## config.mk

```make
export PLATFORM = sky130hd
export DESIGN_NAME = button_debouncer_multi
export DESIGN_NICKNAME = d
export VERILOG_FILES = /design/src/rtl/debounce_pkg.sv /design/src/rtl/debounce_channel.sv /design/src/rtl/button_debouncer_multi.sv
export SDC_FILE = /design/constraint.sdc
export NUM_CORES = 1
export LEC_CHECK = 0
export CAP_MARGIN = 10
export CORE_ASPECT_RATIO = 1.5
export CORE_UTILIZATION = 55
export CTS_BUF_LIST = sky130_fd_sc_hd__clkbuf_8
export DETAILED_ROUTE_END_ITERATION = 8
export PLACE_DENSITY = 0.77
export SLEW_MARGIN = 10
export SYNTH_ARGS = -nofsm -noshare
export SYNTH_HDL_FRONTEND = slang
export SYNTH_HIERARCHICAL = 1
export SYNTH_SLANG_ARGS = --single-unit
```

## constraint.sdc

```tcl
create_clock -name clk -period 2.58 [get_ports clk]
set_input_delay 0.387 -clock clk [delete_from_list [all_inputs] [get_ports clk]]
set_output_delay 0.387 -clock clk [all_outputs]
set_load 0.01 [all_outputs]
```

## src/rtl/debounce_pkg.sv

```systemverilog
// Shared definitions for the multi-channel button debouncer: hold-FSM encoding
// and the counter-width helper used to size the per-channel counters.
package debounce_pkg;

  localparam int STATE_W = 2;

  typedef enum logic [STATE_W-1:0] {
    IDLE      = 2'd0,
    HELD      = 2'd1,
    LONG_HELD = 2'd2
  } hold_state_e;

  // Width needed to count from 0 up to terminal inclusive.
  function automatic int cnt_width(input int terminal);
    return (terminal < 1) ? 1 : $clog2(terminal + 1);
  endfunction

endpackage

```

## src/rtl/debounce_channel.sv

```systemverilog
// One button: 2-flop synchroniser, tick-qualified stability filter, and the
// IDLE/HELD/LONG_HELD hold FSM producing registered one-clk event pulses.
module debounce_channel
  import debounce_pkg::*;
#(
  parameter int STABLE_TICKS = 4,
  parameter int LONG_TICKS   = 32,
  parameter int REPEAT_TICKS = 8,
  parameter int REPEAT_EN    = 1
) (
  input  logic               clk,
  input  logic               reset_n,
  input  logic               tick_en,
  input  logic               btn_in,
  output logic               btn_level,
  output logic               btn_press,
  output logic               btn_release,
  output logic               btn_long,
  output logic               btn_repeat,
  output logic [STATE_W-1:0] state_dbg
);

  localparam int SW = cnt_width(STABLE_TICKS);
  localparam int HW = cnt_width(LONG_TICKS);
  localparam int RW = cnt_width(REPEAT_TICKS);

  localparam logic [SW-1:0] STABLE_LAST = SW'(STABLE_TICKS - 1);
  localparam logic [HW-1:0] HOLD_LAST   = HW'(LONG_TICKS - 1);
  localparam logic [RW-1:0] REP_LAST    = RW'(REPEAT_TICKS - 1);

  logic          sync_q1, sync_q2;
  logic [SW-1:0] stab_q;
  logic          differs, accept, rise, fall;

  hold_state_e   state_q, state_d;
  logic [HW-1:0] hold_q, hold_d;
  logic [RW-1:0] rep_q, rep_d;
  logic          press_d, release_d, long_d, repeat_d;

  // tick_en is a bare one-clk strobe: every counter and the FSM advance only on
  // clk edges where it is high; there is no back-pressure on this path.
  assign differs = (sync_q2 != btn_level);
  assign accept  = tick_en && differs && (stab_q == STABLE_LAST);
  assign rise    = accept && !btn_level;
  assign fall    = accept && btn_level;

  always_ff @(posedge clk or negedge reset_n) begin
    if (!reset_n) begin
      sync_q1   <= 1'b0;
      sync_q2   <= 1'b0;
      stab_q    <= '0;
      btn_level <= 1'b0;
    end else begin
      sync_q1 <= btn_in;
      sync_q2 <= sync_q1;
      if (tick_en) begin
        if (!differs || accept) stab_q <= '0;
        else                    stab_q <= stab_q + SW'(1);
        if (accept) btn_level <= ~btn_level;
      end
    end
  end

  always_comb begin
    state_d   = state_q;
    hold_d    = hold_q;
    rep_d     = rep_q;
    press_d   = 1'b0;
    release_d = 1'b0;
    long_d    = 1'b0;
    repeat_d  = 1'b0;
    case (state_q)
      IDLE: begin
        if (rise) begin
          state_d = HELD;
          hold_d  = '0;
          press_d = 1'b1;
        end
      end
      HELD: begin
        if (fall) begin
          state_d   = IDLE;
          release_d = 1'b1;
        end else if (tick_en) begin
          if (hold_q == HOLD_LAST) begin
            state_d = LONG_HELD;
            rep_d   = '0;
            long_d  = 1'b1;
          end else begin
            hold_d = hold_q + HW'(1);
          end
        end
      end
      LONG_HELD: begin
        // The fall tick wins over a coinciding repeat slot.
        if (fall) begin
          state_d   = IDLE;
          release_d = 1'b1;
        end else if (tick_en) begin
          if (rep_q == REP_LAST) begin
            rep_d    = '0;
            repeat_d = (REPEAT_EN != 0);
          end else begin
            rep_d = rep_q + RW'(1);
          end
        end
      end
      default: state_d = IDLE;
    endcase
  end

  always_ff @(posedge clk or negedge reset_n) begin
    if (!reset_n) begin
      state_q     <= IDLE;
      hold_q      <= '0;
      rep_q       <= '0;
      btn_press   <= 1'b0;
      btn_release <= 1'b0;
      btn_long    <= 1'b0;
      btn_repeat  <= 1'b0;
    end else begin
      state_q     <= state_d;
      hold_q      <= hold_d;
      rep_q       <= rep_d;
      btn_press   <= press_d;
      btn_release <= release_d;
      btn_long    <= long_d;
      btn_repeat  <= repeat_d;
    end
  end

  assign state_dbg = state_q;

endmodule

```

## src/rtl/button_debouncer_multi.sv

```systemverilog
// N_CH independent debounced buttons with press/release/long/repeat pulses;
// fsm_state exposes each channel's hold-FSM state (2 bits per channel).
module button_debouncer_multi
  import debounce_pkg::*;
#(
  parameter int N_CH         = 2,
  parameter int STABLE_TICKS = 4,
  parameter int LONG_TICKS   = 32,
  parameter int REPEAT_TICKS = 8,
  parameter int REPEAT_EN    = 1
) (
  input  logic                    clk,
  input  logic                    reset_n,
  input  logic                    tick_en,
  input  logic [N_CH-1:0]         btn_in,
  output logic [N_CH-1:0]         btn_level,
  output logic [N_CH-1:0]         btn_press,
  output logic [N_CH-1:0]         btn_release,
  output logic [N_CH-1:0]         btn_long,
  output logic [N_CH-1:0]         btn_repeat,
  output logic [N_CH*STATE_W-1:0] fsm_state
);

  if (N_CH < 1 || STABLE_TICKS < 1 || LONG_TICKS < 1 || REPEAT_TICKS < 1 ||
      (REPEAT_EN != 0 && REPEAT_EN != 1)) begin : g_param_check
    $error("button_debouncer_multi: parameter out of range");
  end

  for (genvar i = 0; i < N_CH; i++) begin : g_ch
    debounce_channel #(
      .STABLE_TICKS (STABLE_TICKS),
      .LONG_TICKS   (LONG_TICKS),
      .REPEAT_TICKS (REPEAT_TICKS),
      .REPEAT_EN    (REPEAT_EN)
    ) u_ch (
      .clk         (clk),
      .reset_n     (reset_n),
      .tick_en     (tick_en),
      .btn_in      (btn_in[i]),
      .btn_level   (btn_level[i]),
      .btn_press   (btn_press[i]),
      .btn_release (btn_release[i]),
      .btn_long    (btn_long[i]),
      .btn_repeat  (btn_repeat[i]),
      .state_dbg   (fsm_state[i*STATE_W +: STATE_W])
    );
  end

endmodule

```

Figure 1. Ports around the boundary.
Bar = 20 um. Pins as bars across the die edge, other pins in grey.
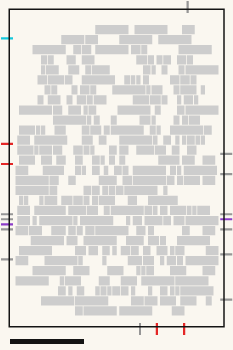
legend:
  purple:
    port: `btn_press`
    pins: 2
    direction: output
    edge: 1 west, 1 east
  cyan:
    port: `clk`
    pins: 1
    direction: input
    edge: west
  red:
    port: `fsm_state`
    pins: 4
    direction: output
    edge: 2 west, 2 south
all pins by edge: 8 west, 7 east, 3 south, 1 north

Figure 2. Gate families picked out.
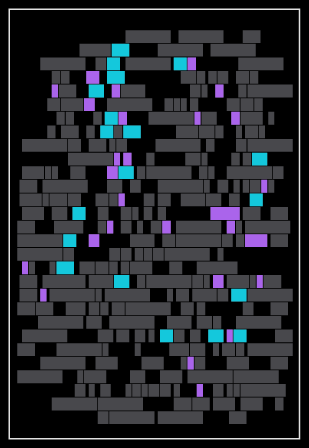
legend:
  purple:
    family: nor cells
    cells: 27
  cyan:
    family: non-inverting ao/oa cells
    cells: 19

Figure 3. Clock routing.
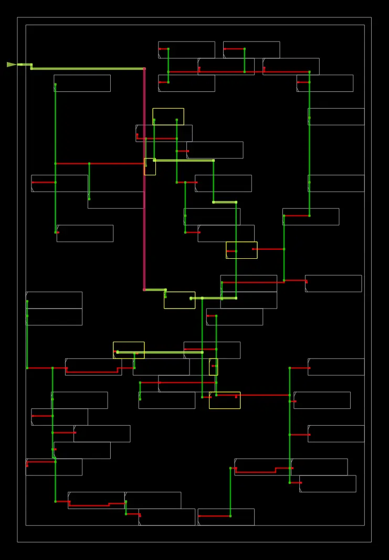
FFs & Latches: 44
Latency at later pin: 0.29 ns
CTS buffer count: 5
Setup Skew: 0.00652 ns
Clk power: 398 uW

Figure 4. Zoomed window.
Bar = 5 um. Window x 19 to 39, y 50 to 70 um. Cells in grey, sequential cells in the stronger grey; small squares are vias.
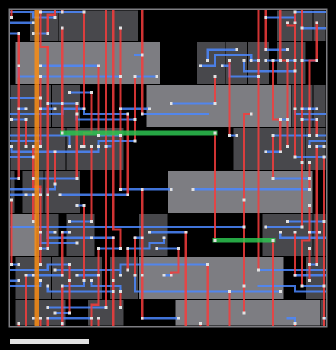
legend:
  red:
    layer: metal 2
  blue:
    layer: metal 1
  orange:
    layer: metal 4
  green:
    layer: metal 3
cells with their middle in the window: 33
most frequent: dfrtp_1 (5), nand2_1 (4)
netlist names of flops here include: `g_ch.u_ch/rep_q` (4), `g_ch.u_ch/hold_q` (1)
sequential cells in the window: 5

==> job_summary.md <==
### Metrics collected by this job

| Metric | Value |
|---|---|
| Status | `finished clean` |
| Yosys cell types | `62` |
| Detailed placement HPWL | `3590 um` |
| PD cells | `874 nW/um2` |
| Via density per instance | `6.20` |
| Synthesized area | `2560 um2` |
| Post-layout instance area | `2860 um2` |
| Post_cts resized | `0` |
| WP buf/inv | `0` |
| Setup crit start kind | `flip-flop` |
| Placer Congestion | `0.824` |
| Initial DRT Pass Iterations | `4` |
| Min-delay worst type | `input pin to asynchronous set/reset pin` |
| Reg clk slew, reported paths | `0.08 ns` |
| Largest stage delay, worst path | `0.40 ns` |
| Max_cap viols | `0` |
| Syn_nets | `279` |
| DR vias | `2033` |
| Worst EP required | `2.76 ns` |
| Flops & latches, synth | `44` |
| ANT nets after route | `0` |
| Yosys warns | `6` |
| Worst VDD drop | `0.000566 V` |
| Syn_area_per_cell | `9.85 um2` |
| Layout Nets | `299` |
| Critical path class | `flip-flop to flip-flop` |
| Layout area overhead | `11.6%` |
| # IOs | `19` |
| WP data arrival | `2.19 ns` |
| Die area | `4940 um2` |
| Async S/R FF share, synth | `100%` |
| Site Rows | `30` |
| Sequential area share after synthesis | `43.0%` |
| # clock sinks | `44` |
| Final wirelength | `4900 um` |
| Syn Inst Count | `260` |
| Die W | `57.7 um` |
| CTS tree | `done` |
| Share of cells above drive strength 1 | `8.57%` |
| Final Hold Fails | `0` |
| H-tree depth | `2` |
| GRT Total Usage | `22.7%` |
| Cells along the critical path | `ha_1, ha_1, and4b_4, mux2i_4, and4bb_1, a211o_1` |
| Dpl cell area | `2780 um2` |
| Top_reg_cell synth | `dfrtp_1` |
| Number of enable flip-flop cells | `0` |
| Most frequent cell on the critical path | `ha_1` |
| Critical-path top delay cell | `dfrtp_1` |
| Final count of pins violating max slew | `0` |
| DR iter-0 viols | `102` |
| CP Capture Type | `flip-flop` |
| Total setup buffers inserted after CTS | `0` |
| YS chip area | `2560 um2` |
| Worst-Margin Slew | `0.945 ns` |
| Die H | `85.6 um` |
| Cts hold-fix bufs | `0` |
| Final setup viols | `0` |
| Worst slew margin | `37.0%` |
| Root Buffer | `clkbuf_8` |
| First-pass GRT wire length | `8750 um` |
| Core Box Area | `4500 um2` |
| Setup TNS | `0 ns` |
| DRC violations left | `0` |
| WL/cell | `14.9 um` |
[metal layers]
metal  track usage [%]  vias up  part of all wire [%]
met4              9.74        0                   1.5
li1                  -      989                     -
met3              3.02        6                   2.9
met2              41.3       41                    53
met5                 0        -                     0
met1              26.0      997                    42
[registers in the layout, summed over array words and instances (netlist names), 4 cells and up]
| register | cells |
|---|---|
| g_ch.u_ch/state_dbg | 4 |
| g_ch.u_ch/rep_q | 8 |
| g_ch.u_ch/hold_q | 12 |
| g_ch.u_ch/stab_q | 6 |
[logic make-up (layout without fill, tap and decap cells)]
family                   count (synthesis)  after routing  share of synthesized area, %
AND/OR/NAND/NOR                        105            105                          24.7
AND-OR/OR-AND                           62             62                          17.1
flip-flops                              44             44                          43.0
buffers and inverters                   26             46                          4.30
adder cells (fa/ha/maj)                 14             14                          6.84
multiplexers                             8              8                          3.71
XOR/XNOR                                 1              1                         0.342
[report_power, final]
| group | switching, mW | internal (mW) | total (mW) |
|---|---|---|---|
| sequential | 0.197 | 0.869 | 1.07 |
| combinational | 0.544 | 0.490 | 1.03 |
| clock | 0.218 | 0.180 | 0.398 |
| total | 0.958 | 1.54 | 2.50 |
[worst paths after layout]
check	cells past startpoint	from	endpoint	slack [ns]
min in group clk	0	g_ch[0].u_ch/sync_q1	g_ch[0].u_ch/sync_q2	0.36
max	6	g_ch[1].u_ch/stab_q[0]	g_ch[1].u_ch/hold_q[3]	0.57
min reg2reg	0	g_ch[0].u_ch/sync_q1	g_ch[0].u_ch/sync_q2	0.36
max in group asynchronous	1	reset_n	g_ch[1].u_ch/stab_q[0]	1.75
min	1	reset_n	g_ch[1].u_ch/state_dbg[1]	0.24
max reg2reg	6	g_ch[1].u_ch/stab_q[0]	g_ch[1].u_ch/hold_q[3]	0.57
[per-stage QoR]
stage	util, %	setup slack (ns)	total power [mW]	hold WS [ns]	instances
global placement	61.7	0.362	2.07	0.337	321
detailed placement	61.7	0.319	2.11	0.340	321
CTS	63.4	0.563	2.52	0.281	328
finish	63.4	0.566	2.50	0.236	328
floorplan	-	0.730	1.82	0.0914	260
global route	63.4	0.422	2.70	0.337	328
[synth_stat cells, drive strengths merged, types with 5 or more instances]
cell type | count | area [um2]
nand2 | 21 | 81.3
buf | 6 | 35.0
a21o | 5 | 37.5
dfrtp | 44 | 1100
mux2i | 6 | 72.6
o21ai | 16 | 80.1
nor3 | 9 | 56.3
and2 | 6 | 40.0
nand3 | 14 | 82.6
nand3b | 5 | 37.5
nor2 | 12 | 45.0
ha | 14 | 175
o22ai | 5 | 31.3
nand2b | 9 | 56.3
a21oi | 7 | 35.0
inv | 17 | 63.8
and3 | 5 | 31.3
[cells in the final DEF, fill, tap and decap left out, types with 7 or more instances in the layout]
cell,n
nand3_1,13
dfrtp_1,44
ha_1,14
inv_1,18
a21oi_1,7
o21ai_0,16
nor3_1,8
nand2_1,20
nor2_1,12
clkdlybuf4s50_1,17
nand2b_1,9
[cell type report]
class / count / area, um2
well taps: 48 / 60.1
repair buffers: 22 / 205
clock buffers: 5 / 68.8
inverters: 17 / 63.8
fillers: 384 / 1650
clock inverters: 2 / 8.76
multi-input cells: 190 / 1350
flip-flops and latches: 44 / 1100
No activity file was given, so power comes from the tool's default toggle rates.
